### src/rtl/cpu_pkg.sv
// Shared CPU-side constants: default widths, loader state encoding,
// and program memory depth.
package cpu_pkg;

  localparam int ADDR_W_DEF = 4;
  localparam int DATA_W_DEF = 8;
  localparam int FULL_DEPTH = 1 << ADDR_W_DEF;

  typedef logic [2:0] ld_state_t;

  localparam ld_state_t ST_IDLE = 3'd0;
  localparam ld_state_t ST_HDR  = 3'd1;
  localparam ld_state_t ST_LOAD = 3'd2;
  localparam ld_state_t ST_CHK  = 3'd3;
  localparam ld_state_t ST_RUN  = 3'd4;

endpackage

### src/rtl/prog_loader.sv
// Program loader: framed byte stream into instruction memory, CPU held in
// reset until the frame lands. LOADER_CHECKSUM_EN adds a trailing XOR byte.
module prog_loader
  import cpu_pkg::*;
#(
  parameter int ADDR_W = ADDR_W_DEF,
  parameter int DATA_W = DATA_W_DEF
) (
  input  logic              clk,
  input  logic              reset,
  input  logic              start,
  input  logic              in_valid,
  input  logic [DATA_W-1:0] in_data,
  output logic              in_ready,
  output logic              mem_we,
  output logic [ADDR_W-1:0] mem_addr,
  output logic [DATA_W-1:0] mem_wdata,
  output logic              cpu_reset,
  output logic              done,
  output logic              err
);

  localparam logic [ADDR_W:0] DEPTH = {1'b1, {ADDR_W{1'b0}}};

  ld_state_t       state;
  logic [ADDR_W:0] count;
  logic [ADDR_W:0] count_nx;
  logic [ADDR_W:0] len;
  logic [ADDR_W:0] hdr_raw;
  logic [ADDR_W:0] hdr_n;
  logic            xfer;
  logic            last;

  assign xfer     = in_valid && in_ready;
  assign count_nx = count + 1'b1;
  assign last     = count_nx == len;
  assign hdr_raw  = in_data[ADDR_W:0];

  // Zero or oversize length means "fill the whole memory".
  always_comb begin
    hdr_n = hdr_raw;
    if (hdr_raw == '0 || hdr_raw > DEPTH) begin
      hdr_n = DEPTH;
    end
  end

`ifdef LOADER_CHECKSUM_EN
  logic [DATA_W-1:0] sum;
  logic              err_q;
  assign err = err_q;
`else
  assign err = 1'b0;
`endif

  always_ff @(posedge clk or posedge reset) begin
    if (reset) begin
      state     <= ST_IDLE;
      count     <= '0;
      len       <= '0;
      in_ready  <= 1'b0;
      mem_we    <= 1'b0;
      mem_addr  <= '0;
      mem_wdata <= '0;
      cpu_reset <= 1'b1;
      done      <= 1'b0;
`ifdef LOADER_CHECKSUM_EN
      sum       <= '0;
      err_q     <= 1'b0;
`endif
    end else begin
      mem_we <= 1'b0;
      case (state)
        ST_IDLE: begin
          if (start) begin
            state    <= ST_HDR;
            in_ready <= 1'b1;
`ifdef LOADER_CHECKSUM_EN
            err_q    <= 1'b0;
`endif
          end
        end
        ST_HDR: begin
          if (xfer) begin
            len   <= hdr_n;
            count <= '0;
            state <= ST_LOAD;
`ifdef LOADER_CHECKSUM_EN
            sum   <= '0;
`endif
          end
        end
        ST_LOAD: begin
          if (xfer) begin
            mem_we    <= 1'b1;
            mem_addr  <= count[ADDR_W-1:0];
            mem_wdata <= in_data;
            count     <= count_nx;
`ifdef LOADER_CHECKSUM_EN
            sum       <= sum ^ in_data;
`endif
            if (last) begin
`ifdef LOADER_CHECKSUM_EN
              state    <= ST_CHK;
`else
              state    <= ST_RUN;
              in_ready <= 1'b0;
`endif
            end
          end
        end
`ifdef LOADER_CHECKSUM_EN
        ST_CHK: begin
          if (xfer) begin
            in_ready <= 1'b0;
            if (in_data == sum) begin
              state <= ST_RUN;
            end else begin
              state <= ST_IDLE;
              err_q <= 1'b1;
            end
          end
        end
`endif
        ST_RUN: begin
          if (start) begin
            state     <= ST_HDR;
            in_ready  <= 1'b1;
            cpu_reset <= 1'b1;
            done      <= 1'b0;
`ifdef LOADER_CHECKSUM_EN
            err_q     <= 1'b0;
`endif
          end else if (cpu_reset) begin
            // One cycle after the final write, so it lands before fetch.
            cpu_reset <= 1'b0;
            done      <= 1'b1;
          end
        end
        default: begin
          state     <= ST_IDLE;
          in_ready  <= 1'b0;
          cpu_reset <= 1'b1;
        end
      endcase
    end
  end

endmodule

### config.mk
export PLATFORM = sky130hd
export DESIGN_NAME = prog_loader
export DESIGN_NICKNAME = d
export VERILOG_FILES = /design/src/rtl/cpu_pkg.sv /design/src/rtl/prog_loader.sv
export SDC_FILE = /design/constraint.sdc
export NUM_CORES = 1
export LEC_CHECK = 0
export CELL_PAD_IN_SITES_DETAIL_PLACEMENT = 1
export CELL_PAD_IN_SITES_GLOBAL_PLACEMENT = 2
export CORE_MARGIN = 2
export CORE_UTILIZATION = 29
export CTS_CLUSTER_DIAMETER = 200
export DETAILED_ROUTE_END_ITERATION = 16
export PLACE_DENSITY = 0.85
export SKIP_CTS_REPAIR_TIMING = 1
export SYNTH_ARGS = -nofsm -noshare
export SYNTH_HDL_FRONTEND = slang
export SYNTH_SLANG_ARGS = --single-unit
### constraint.sdc
create_clock -name clk -period 1.6 [get_ports clk]
set_input_delay 0.32 -clock clk [delete_from_list [all_inputs] [get_ports clk]]
set_output_delay 0.32 -clock clk [all_outputs]
set_load 0.02 [all_outputs]
### Register map, names as in the netlist

The bar under the picture is 20 um long. Other sequential cells in the stronger grey, the rest of the logic in the fainter grey.
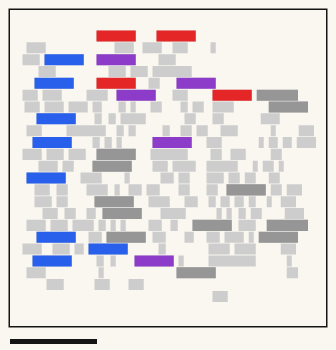
- purple: count (flops 5)
- red: mem_addr (flops 4; where north)
- blue: mem_wdata (flops 8)
- not coloured: 12
fin util: 45.8%
P_seq: 1.20 mW
Register Area: 728 um^2

### Gate-type map

The bar under the picture is 20 um long.
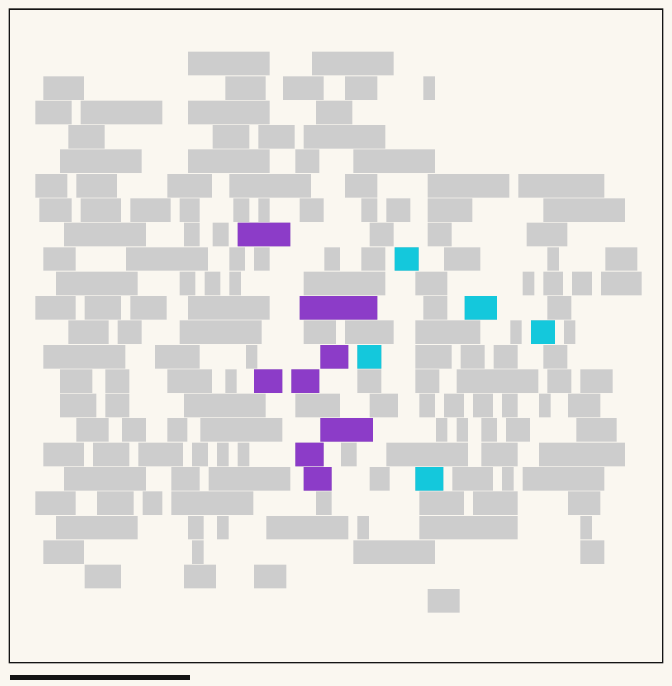
- cyan: AND-OR and OR-AND gates (cells 5)
- purple: XOR/XNOR gates (cells 8; where centre)
combinational share of cell area: 32.3%
fin cells: 217
most numerous logic cell after layout: dfrtp_1

### Track usage over the die

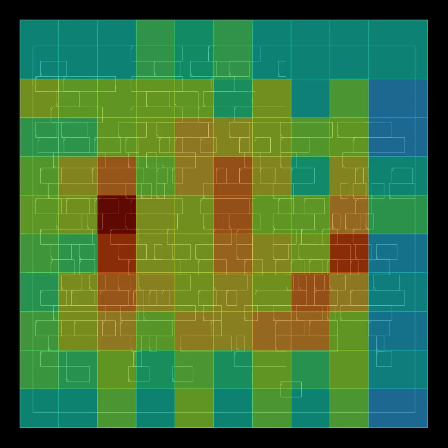
GRT Max-Usage Layer: met2
GR Layer Usage met1: 15.1%
grt met3 use: 5.80%
total global-route track usage: 13.7%

==> flow_summary.json <==
{
  "rsz0062_at_grt": "yes",
  "cp-start-kind": "input pin",
  "yosys_area_mm2": 0.00137,
  "nNetsFinal": 178,
  "outcome": "complete, no violations",
  "cts_tree": "yes",
  "internal-power_mw": 2.27,
  "top_cell": "dfrtp_1",
  "area_leaders": "dfrtp_1 (51%), mux2_1 (8.2%), o21ai_1 (3.3%)",
  "avgSynthCellArea_um2": 11.4,
  "grt_pass1_wl_um": 5420,
  "cts.sinks": 29,
  "firstDrtPassIters": 4,
  "drc": 0,
  "hpwl_um": 2210,
  "ant_nets": 0,
  "critPathTopFamily": "buffers and inverters",
  "path_class": "input pin to flop",
  "cts_buffers": 5,
  "path_buffers": 1,
  "yosysSeqAreaShare_pct": 53.3,
  "critical_path.endpoint": "count[3]",
  "mappedNetlistNets": 134,
  "pwr-share-comb_pct": 42.6,
  "io_pins": 29,
  "worst_path_largest_cell_delay_ps": 520,
  "ff_type": "dfrtp_1",
  "crit_chain": "clkdlybuf4s50_1 -> nand2_2 -> or3_4 -> mux2_4 -> a21o_1",
  "edf_count": 0,
  "routedWlPerCell_um": 15.3,
  "syn_area_mm2": 0.00137,
  "core_mm2": 0.00444,
  "globalplace.congestion": 0.743,
  "dp_cells": 208,
  "slowest_stage": "clkdlybuf4s50_1",
  "port_buffers": 27,
  "die_x_um": 72.6
}
==> sequential cells by signal, indices dropped and copies added (netlist names) <==
signal,cells
count,5
cpu_reset,1
done,1
in_ready,1
len,5
mem_addr,4
mem_wdata,8
mem_we,1
state,3
==> cell usage in the layout (no fill, tap or decap), types with 2 or more instances in the layout <==
cell type,instances
a31oi_1,3
o21ai_1,8
ha_4,2
inv_1,5
mux2_1,10
nor2_1,4
nand2b_4,2
dlymetal6s2s_1,14
a21oi_1,2
nor3_1,2
clkbuf_8,6
clkdlybuf4s50_1,13
nand2_1,9
nand3_1,4
a21o_1,3
buf_4,16
nand2b_1,3
dfrtp_1,27
xnor2_1,4
==> power groups by stage <==
| stage | logic (mW) | registers, mW | clock network (mW) |
|---|---|---|---|
| global route | 1.64 | 1.25 | 0.860 |
| floorplan | 0.640 | 1.37 | 0 |
| global placement | 1.39 | 1.19 | 0 |
| CTS | 1.44 | 1.19 | 0.819 |
| detailed placement | 1.43 | 1.20 | 0 |
| finish | 1.49 | 1.20 | 0.809 |
==> cell families after synthesis <==
family | count (synthesis) | synth area share [%]
other | 1 | 0.275
AOI/OAI and AO/OA | 22 | 9.99
xor gates and xnor gates | 8 | 6.23
muxes | 13 | 10.9
DFF | 29 | 53.3
adders and majority gates | 2 | 1.83
buffers and inverters | 12 | 4.31
and+or+nand+nor | 33 | 13.2
==> worst register-to-register path, delay by kind of cell, from the launching register on <==
family          cells  cell delay, ps
simple gates        1             210
flops               1             410
fa+ha+maj           1             180
compound gates      2             430
xor+xnor            1             190
==> layout make-up <==
class,count,area share (%)
Clock buffer,6,4.06
Clock inverter,2,1.85
Inverter,5,0.923
Timing Repair Buffer,44,21.9
Multi-Input combinational cell,79,32.3
Tap cell,52,3.20
Sequential cell,29,35.8
==> per-stage QoR <==
step / hold WS [ps] / setup slack (ps) / cell area, um^2 / TNS, ps / total power [mW]
after floorplan: 397 / 33.4 / 1370 / 0 / 2.01
after global placement: 476 / -292 / 1800 / -3470 / 2.58
after detailed placement: 484 / -380 / 1800 / -4370 / 2.63
after CTS: 422 / -152 / 1920 / -692 / 3.45
after global routing: 426 / -38.2 / 2030 / -38.2 / 3.75
final: 407 / 32.0 / 2030 / 0 / 3.50
==> routing by layer <==
layer  wire length [um]  share of wire [%]  global-route usage (%)
met1               1300                 39                    15.1
met2               1770                 53                    23.5
met3                193                5.8                    5.80
met4                 61                1.8                    4.94
met5                  0                  0                       0
==> how the worst min path moves through the flow <==
stage | from | to
final | reset | count[2]
after detailed placement | mem_wdata[4] | mem_wdata[4]
after global routing | in_data[3] | mem_wdata[3]
after global placement | mem_wdata[4] | mem_wdata[4]
after floorplan | reset | count[0]
after CTS | reset | mem_wdata[2]
No activity file was given, so power comes from the tool's default toggle rates.
